### src/rtl/mmc_sector_read_sequencer.sv
`timescale 1ns/1ps
`default_nettype none
// ============================================================================
// mmc_sector_read_sequencer : reads N card sectors and streams their buffer words. Rev 1.0
// ============================================================================
module mmc_sector_read_sequencer #(
  parameter int P_WORDS_PER_SECTOR = 128,
  parameter int P_COUNT_W          = 8
) (
  input  logic                 iCLOCK,
  input  logic                 inRESET,
  input  logic                 iSTART_REQ,
  output logic                 oSTART_BUSY,
  input  logic [31:0]          iSTART_ADDR,
  input  logic [P_COUNT_W-1:0] iSTART_COUNT,
  output logic                 oDONE_VALID,
  output logic                 oDONE_ERROR,
  output logic [5:0]           oDONE_FLAGS,
  output logic                 oDATA_VALID,
  output logic [31:0]          oDATA,
  input  logic                 iDATA_READY,
  output logic                 oMMC_CMD_REQ,
  input  logic                 iMMC_CMD_BUSY,
  output logic [2:0]           oMMC_CMD_COMMAND,
  output logic [31:0]          oMMC_CMD_ADDR,
  output logic [31:0]          oMMC_CMD_DATA,
  input  logic                 iMMC_OUT_VALID,
  input  logic [31:0]          iMMC_OUT_DATA,
  input  logic                 iMMC_OUT_ERROR,
  input  logic [5:0]           iMMC_OUT_FLAGS
);

  localparam int IDX_W = (P_WORDS_PER_SECTOR > 1) ? $clog2(P_WORDS_PER_SECTOR) : 1;
  localparam logic [IDX_W-1:0] LAST_IDX = IDX_W'(P_WORDS_PER_SECTOR - 1);
  localparam logic [2:0] CMD_READ_CARD = 3'd1;
  localparam logic [2:0] CMD_READ_BUF  = 3'd3;

  typedef enum logic [2:0] {
    S_IDLE      = 3'd0,
    S_CARD_REQ  = 3'd1,
    S_CARD_WAIT = 3'd2,
    S_BUF_REQ   = 3'd3,
    S_BUF_WAIT  = 3'd4,
    S_DATA_OUT  = 3'd5,
    S_NEXT      = 3'd6,
    S_DONE      = 3'd7
  } state_t;

  state_t                 state_q, state_d;
  logic [31:0]            addr_q, addr_d;
  logic [P_COUNT_W-1:0]   remaining_q, remaining_d;
  logic [IDX_W-1:0]       idx_q, idx_d;
  logic [31:0]            data_q, data_d;
  logic                   done_error_q, done_error_d;
  logic [5:0]             done_flags_q, done_flags_d;
  logic                   cmd_req;
  logic [2:0]             cmd_command;
  logic [31:0]            cmd_addr;

  always_ff @(posedge iCLOCK) begin
    if (!inRESET) begin
      state_q      <= S_IDLE;
      addr_q       <= '0;
      remaining_q  <= '0;
      idx_q        <= '0;
      data_q       <= '0;
      done_error_q <= 1'b0;
      done_flags_q <= '0;
    end else begin
      state_q      <= state_d;
      addr_q       <= addr_d;
      remaining_q  <= remaining_d;
      idx_q        <= idx_d;
      data_q       <= data_d;
      done_error_q <= done_error_d;
      done_flags_q <= done_flags_d;
    end
  end

  always_comb begin
    state_d      = state_q;
    addr_d       = addr_q;
    remaining_d  = remaining_q;
    idx_d        = idx_q;
    data_d       = data_q;
    done_error_d = done_error_q;
    done_flags_d = done_flags_q;
    cmd_req      = 1'b0;
    cmd_command  = 3'd0;
    cmd_addr     = '0;
    case (state_q)
      S_IDLE: begin
        if (iSTART_REQ) begin
          addr_d       = iSTART_ADDR;
          remaining_d  = iSTART_COUNT;
          idx_d        = '0;
          done_error_d = 1'b0;
          done_flags_d = '0;
          state_d      = (iSTART_COUNT == '0) ? S_DONE : S_CARD_REQ;
        end
      end
      S_CARD_REQ: begin
        cmd_command = CMD_READ_CARD;
        cmd_addr    = addr_q;
        if (!iMMC_CMD_BUSY) begin
          cmd_req = 1'b1;
          state_d = S_CARD_WAIT;
        end
      end
      S_CARD_WAIT: begin
        if (iMMC_OUT_VALID) begin
          if (iMMC_OUT_ERROR) begin
            done_flags_d = iMMC_OUT_FLAGS;
            done_error_d = 1'b1;
            state_d      = S_DONE;
          end else begin
            idx_d   = '0;
            state_d = S_BUF_REQ;
          end
        end
      end
      S_BUF_REQ: begin
        // Buffer word address is the byte offset of the word inside the sector buffer.
        cmd_command = CMD_READ_BUF;
        cmd_addr    = {{(32-IDX_W-2){1'b0}}, idx_q, 2'b00};
        if (!iMMC_CMD_BUSY) begin
          cmd_req = 1'b1;
          state_d = S_BUF_WAIT;
        end
      end
      S_BUF_WAIT: begin
        if (iMMC_OUT_VALID) begin
          data_d  = iMMC_OUT_DATA;
          state_d = S_DATA_OUT;
        end
      end
      S_DATA_OUT: begin
        if (iDATA_READY) begin
          idx_d   = idx_q + 1'b1;
          state_d = (idx_q == LAST_IDX) ? S_NEXT : S_BUF_REQ;
        end
      end
      S_NEXT: begin
        remaining_d = remaining_q - 1'b1;
        addr_d      = addr_q + 32'd512;
        state_d     = (remaining_q > P_COUNT_W'(1)) ? S_CARD_REQ : S_DONE;
      end
      S_DONE: begin
        state_d = S_IDLE;
      end
      default: begin
        state_d = S_IDLE;
      end
    endcase
  end

  assign oSTART_BUSY      = (state_q != S_IDLE);
  assign oDONE_VALID      = (state_q == S_DONE);
  assign oDONE_ERROR      = done_error_q;
  assign oDONE_FLAGS      = done_flags_q;
  assign oDATA_VALID      = (state_q == S_DATA_OUT);
  assign oDATA            = data_q;
  assign oMMC_CMD_REQ     = cmd_req;
  assign oMMC_CMD_COMMAND = cmd_command;
  assign oMMC_CMD_ADDR    = cmd_addr;
  assign oMMC_CMD_DATA    = 32'd0;

endmodule
`default_nettype wire
### config.mk
export PLATFORM = sky130hd
export DESIGN_NAME = mmc_sector_read_sequencer
export DESIGN_NICKNAME = d
export VERILOG_FILES = /design/src/rtl/mmc_sector_read_sequencer.sv
export SDC_FILE = /design/constraint.sdc
export NUM_CORES = 1
export LEC_CHECK = 0
export CORE_MARGIN = 2
export CORE_UTILIZATION = 39
export DETAILED_ROUTE_END_ITERATION = 6
export PLACE_DENSITY = 0.78
export SYNTH_ARGS = -nofsm -noshare
export SYNTH_HDL_FRONTEND = slang
export SYNTH_SLANG_ARGS = --single-unit
### constraint.sdc
create_clock -name iCLOCK -period 1.6 [get_ports iCLOCK]
set_input_delay 0.32 -clock iCLOCK [delete_from_list [all_inputs] [get_ports iCLOCK]]
set_output_delay 0.32 -clock iCLOCK [all_outputs]
set_load 0.005 [all_outputs]
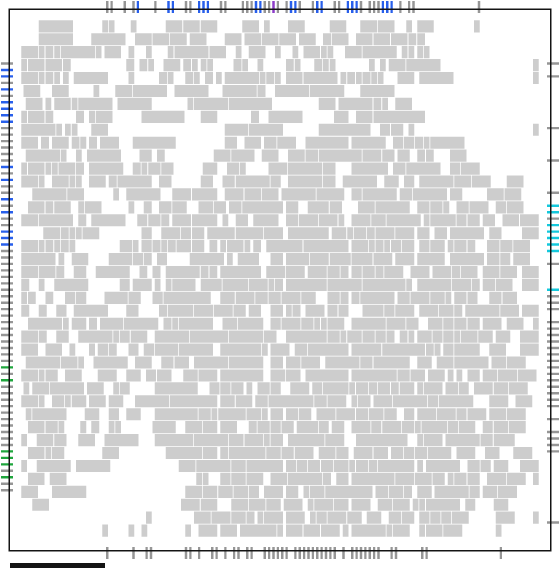
*Ports around the boundary, run 1*
The bar under the picture is 20 um long. Pins as bars across the die edge, other pins in gray.
Key: oDONE_VALID = purple [pins 1, direction output, edge top]; iMMC_OUT_FLAGS = green [pins 6, direction input, edge left]; iSTART_COUNT = cyan [pins 8, direction input, edge right]; iMMC_OUT_DATA = blue [pins 32, direction input, edge 18 top, 14 left]
All pins by edge: 67 left, 47 top, 43 bottom, 38 right.

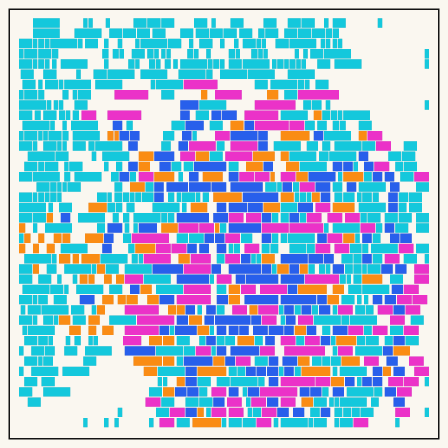
*Sizing map, run 1*
Key: x1 and smaller = cyan [cells 525, most used clkdlybuf4s50_1]; x6 and larger = magenta [cells 105, most used buf_6]; x3 and x4 = blue [cells 159, most used buf_4]; x2 = orange [cells 98, most used a21oi_2]

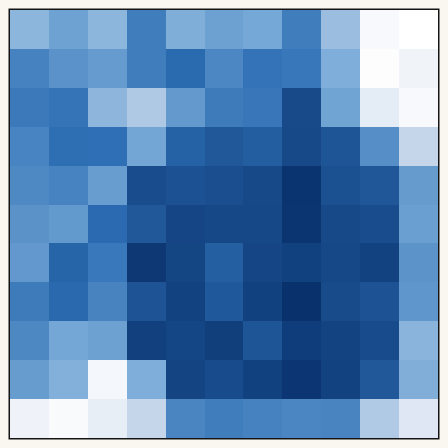
*Local utilization, run 1*
The die is cut into 11 by 11 equal tiles; white is low, dark blue is high, 0 to 100% covered.
1.7% of the tiles are nearly empty. 42% of the tiles are over 75% full. The mean over all tiles is 66%.

==> flow_summary.yaml, run 1 <==
# implementation run metrics
run_status:
  status: "complete, but fails checks"
  failed_checks: "negative setup slack"
layout:
  sh_seq_area_pct: 20.8
  drive_above_1_share_pct: 40.8
  buffer_area_share_pct: 35.8
  buffers: 313
  comb.multi_input.count: 460
  flop_area_um2: 1810
  comb-cell-share_pct: 36.6
  n_clock_buffer: 12
  design.seq.count: 89
  nets: 971
  syn_to_final_growth_pct: 86.0
  n_antenna_cell: 0
grt:
  grt_overflow: 0
  grt_max_degree: 37
  grt.busiest_layer: "met2"
  grt_pass1_vias: 5815
  met3_usage_pct: 7.28
  antenna_found_initial: 0
  grt_use_met2_pct: 48.1
critical_path:
  cpLargestDelayFamily: "buffers and inverters"
  worstSetupEndpointType: "primary output"
  worstRegToRegCells: 6
  worstPathMaxFanout: 4
  r2r-start: "state_q[2]$_SDFFE_PN0P_"
  cpMostUsedCell: "buf_6"
  crit_required_ns: 1.28
  slowest_delay_ns: 0.33
  reg2reg_setup_slack_ns: -0.29
  worst-path-buf-inv: 5
power_and_ir_drop:
  p_per_area_nw_per_um2: 1410
  cellLeakagePower_nw: 3.42
  power.internal_w: 0.00789
  p_seq_share_pct: 25.1
  finalPower_w: 0.0123
  p_sw_share_pct: 35.6
  peakVddDrop_uv: 728
  power.switching_w: 0.00436
clock_tree:
  cts_inserted_buffers: 9
  cts_hold_buf: 0
  root_buffer: "clkbuf_16"
  postCtsSetupBuffers: 35
  clkTransAtPathRegs_ns: 0.06
synthesis:
  logic_family: "simple AND/OR/NAND/NOR gates"
  fa_ha_area_share_pct: 1.07
  xor_share_pct: 0
  ys_cells: 598
  synth_cell_types: 64
  ys_area_um2: 4680
  largest_area_cell: "dfxtp_1"
  synth_flops: 89
  yosys_warnings: 0
  async_flop_share_pct: 0
  top_area_share_pct: 38.0
die:
  die_y_um: 114
  tap_cells: 147
  rows: 40
  dieArea_um2: 12900
  core-area_um2: 11900
  fp_util_pct: 39.5
  io_pins: 195
timing:
  min_period_over_period_pct: 120
  max_freq_mhz: 522
  setup_viol: 83
  setup_ws_ns: -0.314
  slew_violations: 0
  rsz0062_at_grt: "true"
placement:
  detailed_place_hpwl_um: 11200
  gp_congestion: 0.917
  io_buffers: 161
route:
  vias_per_cell: 5.78
  top_layer: "met4"
  met1_length_um: 7520
  ant_nets: 0
  route.detailed.drc: 0
  drt-total-wl_um: 20500
  wl_met3_um: 1830
worst_hold_path:
  hp-start: "oDATA[8]$_SDFFE_PN0P_"
  min_path_cells: 2
run:
  log.warning_count: 31
  maxCapViolCount: 0
[run 1: cell usage after synthesis (3+ instances only)]
| cell | instances |
|---|---|
| a211oi_1 | 4 |
| a21oi_1 | 69 |
| a22oi_1 | 9 |
| a2bb2oi_1 | 3 |
| a31oi_1 | 11 |
| and2_1 | 30 |
| and3_1 | 5 |
| buf_2 | 12 |
| buf_4 | 35 |
| clkbuf_1 | 23 |
| dfxtp_1 | 89 |
| ha_1 | 4 |
| inv_1 | 9 |
| mux2i_1 | 10 |
| nand2_1 | 114 |
| nand3_1 | 14 |
| nand4_1 | 10 |
| nand4b_1 | 3 |
| nor2_1 | 33 |
| nor3_1 | 9 |
| nor4_1 | 10 |
| o211ai_1 | 9 |
| o21ai_0 | 17 |
| o311ai_0 | 3 |
| or2_2 | 4 |
| or3_1 | 8 |
| or4_1 | 3 |
[run 1: through the flow]
| stage | hold slack (ns) | setup WS [ns] | instances | util (%) | instance area (um2) |
|---|---|---|---|---|---|
| floorplan | 0.427 | -0.0138 | 630 | - | 4880 |
| global placement | 0.442 | -0.397 | 964 | 59.4 | 7050 |
| detailed placement | 0.445 | -0.484 | 964 | 59.4 | 7050 |
| CTS | 0.457 | -0.267 | 1022 | 69.4 | 8230 |
| global route | 0.476 | -0.359 | 1034 | 73.4 | 8710 |
| finish | 0.458 | -0.314 | 1034 | 73.4 | 8710 |
[run 1: power by group through the flow]
stage	sequential, W	clock (W)	combinational, W
2_1_floorplan	0.00298	0	0.00194
3_3_place_gp	0.00296	0	0.00367
3_5_place_dp	0.00298	0	0.00377
4_1_cts	0.00299	0.00261	0.00558
5_1_grt	0.00311	0.00274	0.00687
6_report	0.00308	0.00262	0.00655
### Layout detail, run 1

Window x 75 to 95, y 75 to 95 um. Cells in gray, sequential cells in the stronger gray; small squares are vias.
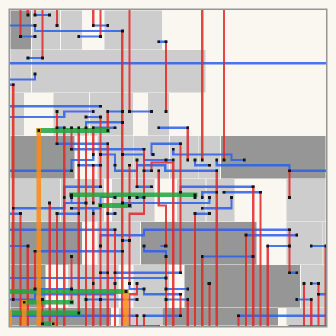

--- run 2 (diff from run 1) ---
CORE_UTILIZATION = 40   (was 39)
PLACE_DENSITY = 0.77   (was 0.78)
TNS_END_PERCENT = 30   (was unset)
clock period = 1.9 ns   (was 1.6 ns; I/O delays follow)
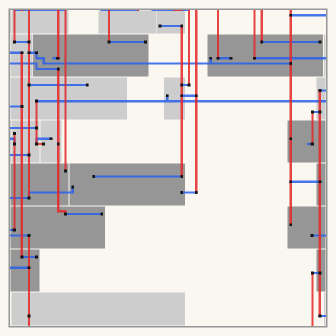
*Layout detail, run 2*
Window x 74 to 94, y 74 to 94 um. Cells in gray, sequential cells in the stronger gray; small squares are vias.
Key: M1 = blue; M2 = red
Netlist names of flops here include oDATA (5). Sequential cells in the window: 5. 13 logic cells have their middle in the window. Most frequent: dfxtp_1 (5).

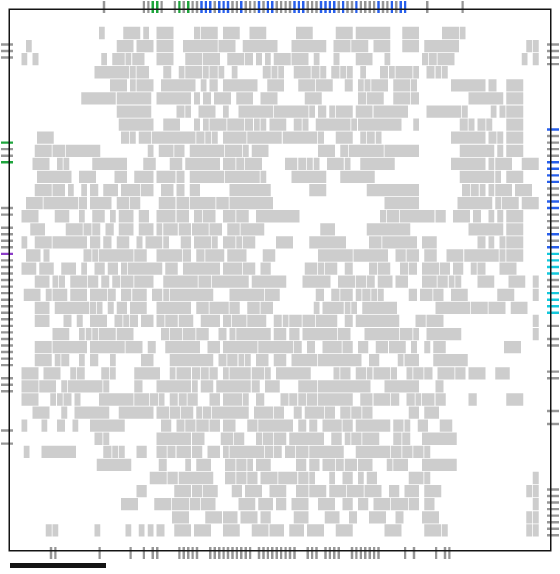
*Ports around the boundary, run 2*
The bar under the picture is 20 um long. Pins as bars across the die edge, other pins in gray.
Key: oDONE_VALID = purple [pins 1, direction output, edge left]; iSTART_COUNT = cyan [pins 8, direction input, edge right]; iMMC_OUT_FLAGS = green [pins 6, direction input, edge 4 top, 2 left]; iMMC_OUT_DATA = blue [pins 32, direction input, edge 23 top, 9 right]
All pins by edge: 61 top, 50 bottom, 48 right, 36 left.

==> run 2 against run 1 <==
The flow now finishes without violations. Synthesized cell count unchanged. Worst setup slack improved by 0.32 ns. Combinational power decreased by 52%. Critical path depth decreased by 3. Sequential power decreased by 19%. Hold slack got worse by 0.0086 ns. Sequential share of layout area increased by 4.6 points. Synthesized area unchanged. Sequential cell count unchanged. Non-clock buffer count decreased by 93. Global-route usage decreased by 4.8 points. Highest routed layer unchanged.
==> flow_summary.yaml, run 2 <==
# implementation run metrics
synthesis:
  synth.most_common_cell: "nand2_1"
  top_cells_by_count: "nand2_1 (114), dfxtp_1 (89), a21oi_1 (69)"
  postSynthCellCount: 598
  synth_flops: 89
  largest_area_cell: "dfxtp_1"
  yosys_warnings: 0
  synth_cell_types: 64
  yosysSeqAreaShare_pct: 38.0
  syn_avg_cell_area_um2: 7.83
  ys_area_um2: 4680
  netlist_area_um2: 4680
  ys_top_cells_by_area: "dfxtp_1 (38%), nand2_1 (9.1%), a21oi_1 (7.4%)"
  ys_cells: 598
  flop_cell: "dfxtp_1"
  edf_count: 0
  async_flop_share_pct: 0
  top_area_share_pct: 38.0
timing:
  setup_ws_ns: 0.00856
  setup-tns-final_ns: 0
  hold_viol: 0
  slew_violations: 0
  rsz0062_at_grt: "true"
  setup_viol: 0
  hold_ws_ns: 0.449
  max_freq_mhz: 529
  worst_pin_slew_ns: 0.574
  period_needed_ns: 1.89
  finClkSkew_ns: 0.00914
  max-slew-margin-rel_pct: 61.6
  min_period_over_period_pct: 99.5
worst_hold_path:
  hp-start: "addr_q[0]$_SDFFE_PN0P_"
  min_path_cells: 2
  holdPathEnd: "addr_q[0]$_SDFFE_PN0P_"
  hp-class: "reg2reg"
power_and_ir_drop:
  clkPwrFrac_pct: 25.6
  peakVddDrop_uv: 585
  maxPowerGroup: "combinational cells"
  powerClk_w: 0.00196
  p_seq_share_pct: 32.8
  cellLeakagePower_nw: 2.74
  finalPower_w: 0.00764
  p_sw_share_pct: 35.0
  power_combinational_w: 0.00317
  p_per_area_nw_per_um2: 1090
  p_seq_w: 0.00251
  power.switching_w: 0.00267
  pwr-share-comb_pct: 41.6
  power.internal_w: 0.00497
die:
  die_x_um: 112
  fp_util_pct: 41.0
  io_pins: 195
  die_y_um: 112
  rows: 39
  dieArea_um2: 12600
  core-area_um2: 11400
placement:
  dp_slack_ns: -0.364
  place_inst: 913
  detailed_place_hpwl_um: 10800
  placed_area_um2: 6590
  io_buffers: 161
  gp_congestion: 0.887
critical_path:
  crit_required_ns: 1.52
  critPathKind: "reg2out"
  worstPathArrival_ns: 1.51
  worstSetupEndpointType: "primary output"
  startpoint_type: "flip-flop"
  r2r_end: "state_q[1]$_SDFFE_PN0P_"
  r2r-start: "remaining_q[2]$_SDFFE_PN0P_"
  worstPathMaxFanout: 11
  reg2reg_setup_slack_ns: 0.08
  worstRegToRegCells: 4
route:
  dr.pass1.iters: 5
  wl_per_cell_um: 15.9
  ant_nets: 0
  route.detailed.drc: 0
  drt-total-wl_um: 14900
  vias: 5131
  vias_per_cell: 5.48
  first_iter_violations: 366
layout:
  mostFrequentLayoutCell: "clkdlybuf4s50_1"
  n_antenna_cell: 0
  final_area_um2: 7030
  num-fill-cells: 1015
  postLayoutCoreUtil_pct: 61.6
  nets: 878
  lay_top_cells: "clkdlybuf4s50_1 (124), nand2_1 (113), dfxtp_1 (86), a21oi_1 (69), buf_4 (49)"
  syn_to_final_growth_pct: 50.1
  drive_above_1_share_pct: 13.9
  fin_cells: 937
clock_tree:
  clk_latency_ns: 0.34
  cts_inserted_buffers: 9
  cts_hold_buf: 0
  cts_tree: "yes"
  clock_sinks: 89
  clkTransAtPathRegs_ns: 0.07
  clk_path_buf_depth: 2
  root_buffer: "clkbuf_16"
  cts.htree.levels: 3
grt:
  grt_pass1_vias: 4933
  antenna_found_initial: 0
  grt_max_degree: 34
  grt_usage_pct: 22.9
  grt_pass1_wl_um: 24000
  grt_overflow: 0
run_status:
  status: "completed"
run:
  maxCapViolCount: 0
  log.warning_count: 29
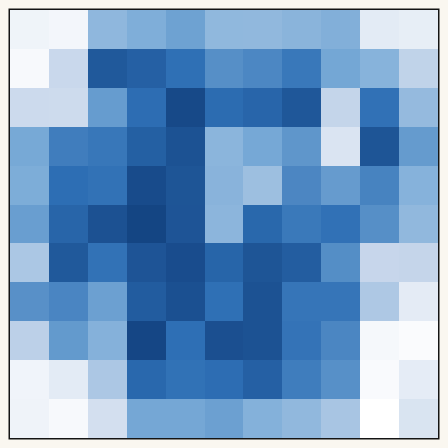
*Local utilization, run 2*
The die is cut into 11 by 11 equal tiles; white is low, dark blue is high, 0 to 100% covered.
The fullest tile reaches 92%. The emptiest ninth of the die: bottom right. 26% of the tiles are over 75% full. 0.80% of the tiles are nearly empty. The mean over all tiles is 54%.

[run 2: final cells by class]
class,count,area (um2),area share (%)
inverters,9,33.8,0.481
repair buffers,220,2070,29.4
flip-flops and latches,89,1790,25.4
multi-input cells,460,2630,37.4
clock inverters,5,87.6,1.25
clock buffers,11,243,3.45
well taps,143,179,2.55
[run 2: worst max path at each step]
stage,start,to,slack [ns]
after global routing,state_q[2]$_SDFFE_PN0P_,oMMC_CMD_COMMAND[0],-0.03
after detailed placement,iSTART_REQ,addr_q[15]$_SDFFE_PN0P_,-0.36
final,state_q[2]$_SDFFE_PN0P_,oMMC_CMD_COMMAND[0],0.009
after floorplan,state_q[0]$_SDFFE_PN0P_,remaining_q[1]$_SDFFE_PN0P_,0.19
after global placement,iSTART_REQ,addr_q[15]$_SDFFE_PN0P_,-0.34
after CTS,state_q[2]$_SDFFE_PN0P_,oMMC_CMD_ADDR[23],-0.03
[run 2: routing by layer]
metal	wire, um	vias up	global-route usage, %
li1	-	2462	-
met1	6460	2426	29.8
met2	7280	219	38.8
met3	904	24	3.78
met4	284	0	8.05
met5	0	-	0
[run 2: timing repair]
action                                  CTS  global route
gates cloned                              2             0
gates resized                            72            20
buffers inserted                          5             1
pin swaps                                 1             2
endpoints found under the setup margin   45            32
[run 2: kinds of logic (layout without fill, tap and decap cells)]
group | Yosys count | after routing | share of synthesized area (%)
other cells | 1 | 33 | 0.0801
buf+inv | 81 | 245 | 9.78
mux | 11 | 11 | 2.38
fa+ha+maj | 4 | 4 | 1.07
flops | 89 | 89 | 38.0
compound gates | 150 | 150 | 20.4
simple gates | 262 | 262 | 28.3
[run 2: critical path, stage by stage, from the launching register on]
cell and delay [ns]:
dfxtp_2 0.33, inv_2 0.07, nand2_4 0.05, buf_4 0.17, inv_1 0.06, clkdlybuf4s50_1 0.49
Power and IR drop assume default switching activity.
